[src/rtl/pcm_pkg.sv]
// pcm_pkg: shared format type and frame sizing helper for the PCM serial transmitter.
package pcm_pkg;
  typedef enum logic {FMT_I2S, FMT_LJ} pcm_fmt_e;
  function automatic int frame_bits(input int slot_w);
    return 2 * slot_w;
  endfunction
endpackage

[src/rtl/pcm_bclk_gen.sv]
// pcm_bclk_gen: bit clock divider, falling-edge strobe, bit counter and frame boundary strobe.
module pcm_bclk_gen
  import pcm_pkg::*;
#(
  parameter int SLOT_W   = 32,
  parameter int BCLK_DIV = 4
) (
  input  logic clk,
  input  logic rst_n,
  input  logic enable_i,
  output logic bclk_o,
  output logic lrclk_o,
  output logic fall_o,
  output logic boundary_o
);
  localparam int FB = frame_bits(SLOT_W);
  localparam int CW = $clog2(FB);
  localparam int DW = $clog2(BCLK_DIV + 1);
  logic          en_q;
  logic [DW-1:0] div_q, div_d;
  logic          bclk_q, bclk_d;
  logic [CW-1:0] bit_q, bit_d;
  logic          term, wrap;
  always_comb begin
    term       = div_q == DW'(BCLK_DIV - 1);
    wrap       = bit_q == CW'(FB - 1);
    fall_o     = enable_i & bclk_q & term;
    boundary_o = enable_i & (!en_q | (fall_o & wrap));
    div_d      = (!enable_i | term) ? '0 : div_q + 1'b1;
    bclk_d     = enable_i & (bclk_q ^ term);
    bit_d      = !enable_i ? '0 : !fall_o ? bit_q : wrap ? '0 : bit_q + 1'b1;
  end
  always_ff @(posedge clk or negedge rst_n) begin
    if (!rst_n) begin
      en_q   <= 1'b0;
      div_q  <= '0;
      bclk_q <= 1'b0;
      bit_q  <= '0;
    end else begin
      en_q   <= enable_i;
      div_q  <= div_d;
      bclk_q <= bclk_d;
      bit_q  <= bit_d;
    end
  end
  assign bclk_o  = bclk_q;
  assign lrclk_o = bit_q >= CW'(SLOT_W);
endmodule

[src/rtl/pcm_i2s_tx.sv]
// pcm_i2s_tx: stereo PCM to I2S/left-justified serial transmitter with a one-entry hold register.
module pcm_i2s_tx
  import pcm_pkg::*;
#(
  parameter int SAMPLE_W      = 16,
  parameter int SLOT_W        = 32,
  parameter int BCLK_DIV      = 4,
  parameter bit UNDERRUN_ZERO = 1'b0
) (
  input  logic                clk,
  input  logic                rst_active_low,
  input  logic                enable,
  input  logic                fmt_lj,
  input  logic                mono,
  input  logic [SAMPLE_W-1:0] s_left,
  input  logic [SAMPLE_W-1:0] s_right,
  input  logic                s_valid,
  output logic                s_ready,
  output logic                sdata,
  output logic                bclk,
  output logic                lrclk,
  output logic                frame_start,
  output logic                underrun,
  output logic [15:0]         underrun_cnt
);
  localparam int FB = frame_bits(SLOT_W);
  if (SLOT_W < SAMPLE_W) begin : g_slot_chk
    $error("pcm_i2s_tx: SLOT_W must be >= SAMPLE_W");
  end
  if (BCLK_DIV < 1) begin : g_div_chk
    $error("pcm_i2s_tx: BCLK_DIV must be >= 1");
  end
  logic                fall, boundary, accept;
  logic                hold_full_q;
  logic [SAMPLE_W-1:0] hold_l_q, hold_r_q, last_l_q, last_r_q, ld_l, ld_r;
  logic [FB-1:0]       sh_q, frame, src;
  logic                sdata_q, dly_q, lj_bit;
  pcm_fmt_e            fmt_q, fmt_d;
  logic                fs_q, ur_q;
  logic [15:0]         underrun_cnt_q;
  pcm_bclk_gen #(.SLOT_W(SLOT_W), .BCLK_DIV(BCLK_DIV)) u_bclk (
    .clk        (clk),
    .rst_n      (rst_active_low),
    .enable_i   (enable),
    .bclk_o     (bclk),
    .lrclk_o    (lrclk),
    .fall_o     (fall),
    .boundary_o (boundary)
  );
  // Underrun source is either the previously sent pair or silence; mono applies only to fresh samples.
  always_comb begin
    accept = s_valid & ~hold_full_q;
    ld_l   = hold_full_q ? hold_l_q : UNDERRUN_ZERO ? '0 : last_l_q;
    ld_r   = hold_full_q ? (mono ? hold_l_q : hold_r_q) : UNDERRUN_ZERO ? '0 : last_r_q;
    frame  = (FB'(ld_l) << (FB - SAMPLE_W)) | (FB'(ld_r) << (SLOT_W - SAMPLE_W));
    src    = boundary ? frame : sh_q;
    lj_bit = src[FB-1];
    fmt_d  = boundary ? pcm_fmt_e'(fmt_lj) : fmt_q;
  end
  always_ff @(posedge clk or negedge rst_active_low) begin
    if (!rst_active_low) begin
      hold_full_q    <= 1'b0;
      hold_l_q       <= '0;
      hold_r_q       <= '0;
      last_l_q       <= '0;
      last_r_q       <= '0;
      sh_q           <= '0;
      sdata_q        <= 1'b0;
      dly_q          <= 1'b0;
      fmt_q          <= FMT_I2S;
      fs_q           <= 1'b0;
      ur_q           <= 1'b0;
      underrun_cnt_q <= '0;
    end else begin
      hold_full_q <= accept | (hold_full_q & ~boundary);
      if (accept) begin
        hold_l_q <= s_left;
        hold_r_q <= s_right;
      end
      if (boundary & hold_full_q) begin
        last_l_q <= ld_l;
        last_r_q <= ld_r;
      end
      fmt_q <= fmt_d;
      fs_q  <= boundary;
      ur_q  <= boundary & ~hold_full_q;
      if (boundary & ~hold_full_q & ~&underrun_cnt_q) underrun_cnt_q <= underrun_cnt_q + 16'd1;
      if (!enable) begin
        sdata_q <= 1'b0;
        dly_q   <= 1'b0;
      end else if (boundary | fall) begin
        sh_q    <= src << 1;
        dly_q   <= lj_bit;
        sdata_q <= (fmt_d == FMT_LJ) ? lj_bit : dly_q;
      end
    end
  end
  assign s_ready      = ~hold_full_q;
  assign sdata        = sdata_q;
  assign frame_start  = fs_q;
  assign underrun     = ur_q;
  assign underrun_cnt = underrun_cnt_q;
endmodule
[config.mk]
export PLATFORM = sky130hd
export DESIGN_NAME = pcm_i2s_tx
export DESIGN_NICKNAME = d
export VERILOG_FILES = /design/src/rtl/pcm_pkg.sv /design/src/rtl/pcm_bclk_gen.sv /design/src/rtl/pcm_i2s_tx.sv
export SDC_FILE = /design/constraint.sdc
export NUM_CORES = 1
export LEC_CHECK = 0
export CELL_PAD_IN_SITES_DETAIL_PLACEMENT = 0
export CELL_PAD_IN_SITES_GLOBAL_PLACEMENT = 2
export CORE_MARGIN = 2
export CORE_UTILIZATION = 40
export CTS_CLUSTER_SIZE = 28
export DETAILED_ROUTE_END_ITERATION = 7
export PLACE_DENSITY_LB_ADDON = 0.1
export SYNTH_ARGS = -nofsm -noshare
export SYNTH_HDL_FRONTEND = slang
export SYNTH_HIERARCHICAL = 1
export SYNTH_SLANG_ARGS = --single-unit
[constraint.sdc]
create_clock -name clk -period 7.16 [get_ports clk]
set_input_delay 1.79 -clock clk [delete_from_list [all_inputs] [get_ports clk]]
set_output_delay 1.79 -clock clk [all_outputs]
set_load 0.005 [all_outputs]
==> images/ff_map.png <==
Bar = 50 um. Other sequential cells in the stronger grey, the rest of the logic in the fainter grey.
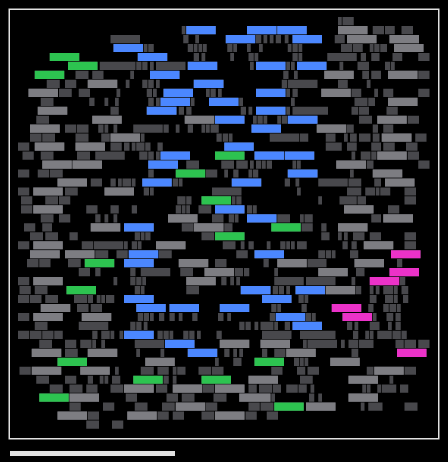
Magenta stands for `u_bclk/bit_q`, flops 6. Green stands for `last_l_q`, flops 16. Blue stands for `sh_q`, flops 47.
Another 75 sequential cells are not coloured.

==> images/layers.png <==
Only two layers are drawn.
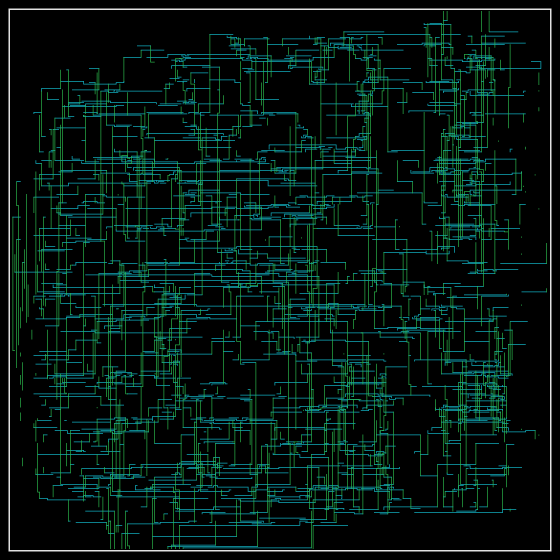
Green stands for M2, wire length 5690 um. Cyan stands for M1, wire length 6350 um.

==> images/clock_nets.png <==
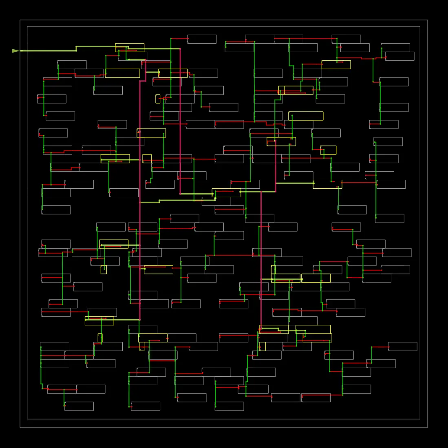
Clock Buffer Count: 22
Insertion Delay late pin: 0.41 ns

==> images/pinout.png <==
Pins as bars across the die edge, other pins in grey.
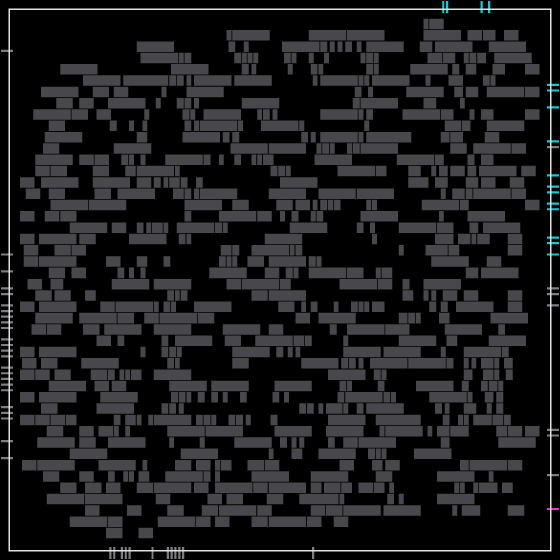
Cyan stands for `underrun_cnt`, pins 16, direction output, edge 12 east, 4 north. Magenta stands for `rst_active_low`, pins 1, direction input, edge east.

==> images/gates.png <==
Bar = 50 um.
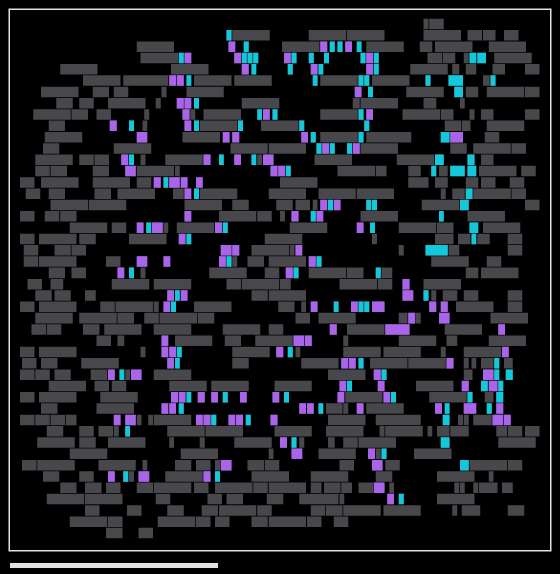
Cyan stands for nand cells, cells 113, most used nand2_1. Purple stands for aoi and oai cells, cells 127, most used o21ai_1.

==> impl_metrics.tcl <==
# implementation run metrics
set metrics [dict create \
    endpoint_kind "register" \
    avgSynthCellArea_um2 10.7 \
    total_leakage_power_nw 3.31 \
    crit_required_ns 7.43 \
    crit_fanout 61 \
    yosys.area_share.aoi_pct 11.3 \
    grt_max_degree 92 \
    grt_first_pass_wirelength_mm 21.7 \
    rsz0062_at_grt "false" \
    io_pins 60 \
    cp_common_cell "buf_4" \
    yosys_cells 593 \
    seq_cells 144 \
    cp-start-kind "primary input" \
    wl_met1_mm 6.35 \
    numCtsBuffers 17 \
    layout-drive-gt1-share_pct 9.06 \
    setup_viol 0 \
    adder_share_pct 0.987 \
    top_logic_kind "multiplexers" \
    ctsHtreeMaxLevel 4 \
    fp-utilization_pct 40.5 \
    fin_nets 684 \
    routed.top_layer "met4" \
    slowest_delay_ns 0.62 \
    simple_gate_share_pct 11.6 \
    comb_area_um2 2550 \
    slew_viol_final 0 \
    largest_cell_class "registers" \
    skew_ns 0.00495 \
    p_sw_mw 0.716 \
    synth_flops 144 \
    cts_setup_buffers 0 \
    intPower_mw 1.86 \
    synth_warnings 6 \
    top_usage_layer "met2" \
    yosys.cell_types.count 40 \
    r2r_setup_slack_ns 4.15 \
    status "finished clean" \
    grt_pass1_vias 4271 \
    layout_min_cycle_time_ns 4.11 \
    vias_per_cell 5.00 \
    cts_tree "done" \
    synthArstFlopShare_pct 100 \
    max_freq_mhz 244 \
    combinationalPowerShare_pct 19.6 \
    critPathTopFamily "buffers and inverters" \
]
metrics by stage:
step	hold slack [ns]	setup WS (ns)	area (um2)	power [mW]	util, %
finish	0.442	3.05	7680	2.58	49.1
global route	0.458	2.79	7680	2.75	49.1
CTS	0.448	3.06	7680	2.62	49.1
detailed placement	0.441	2.63	7120	1.74	45.5
global placement	0.419	2.68	7120	1.72	45.5
floorplan	0.410	3.78	6340	1.56	-
final timing paths:
kind / cells past startpoint / endpoint / start
setup / recovery: 7 / sh_q[38] / enable
min in group asynchronous: 1 / last_r_q[9] / rst_active_low
hold / removal: 1 / u_bclk/div_q[0] / u_bclk/div_q[0]
setup reg to reg: 10 / underrun_cnt[15] / u_bclk/div_q[0]
max in group asynchronous: 2 / sh_q[47] / rst_active_low
hold reg to reg: 1 / u_bclk/div_q[0] / u_bclk/div_q[0]
state kept, by name, indices dropped and copies added, names as in the netlist, 3 cells and up:
signal and flops:
hold_r_q 16, u_bclk/div_q 3, last_r_q 16, underrun_cnt 16
u_bclk/bit_q 6, sh_q 47, last_l_q 16, hold_l_q 16
kinds of logic (layout without fill, tap and decap cells):
| group | count (synthesis) | in the layout |
|---|---|---|
| flip-flops | 144 | 144 |
| XOR/XNOR | 17 | 17 |
| AND/OR/NAND/NOR | 169 | 169 |
| adder cells (fa/ha/maj) | 5 | 5 |
| multiplexers | 82 | 82 |
| buffers and inverters | 47 | 105 |
| AND-OR/OR-AND | 129 | 129 |
power groups by stage:
stage / clock network, mW / registers (mW) / logic [mW]
floorplan: 0 / 1.17 / 0.381
global placement: 0 / 1.21 / 0.503
detailed placement: 0 / 1.22 / 0.516
CTS: 0.895 / 1.21 / 0.517
global route: 0.926 / 1.25 / 0.583
finish: 0.865 / 1.21 / 0.506
No activity file was given, so power comes from the tool's default toggle rates.
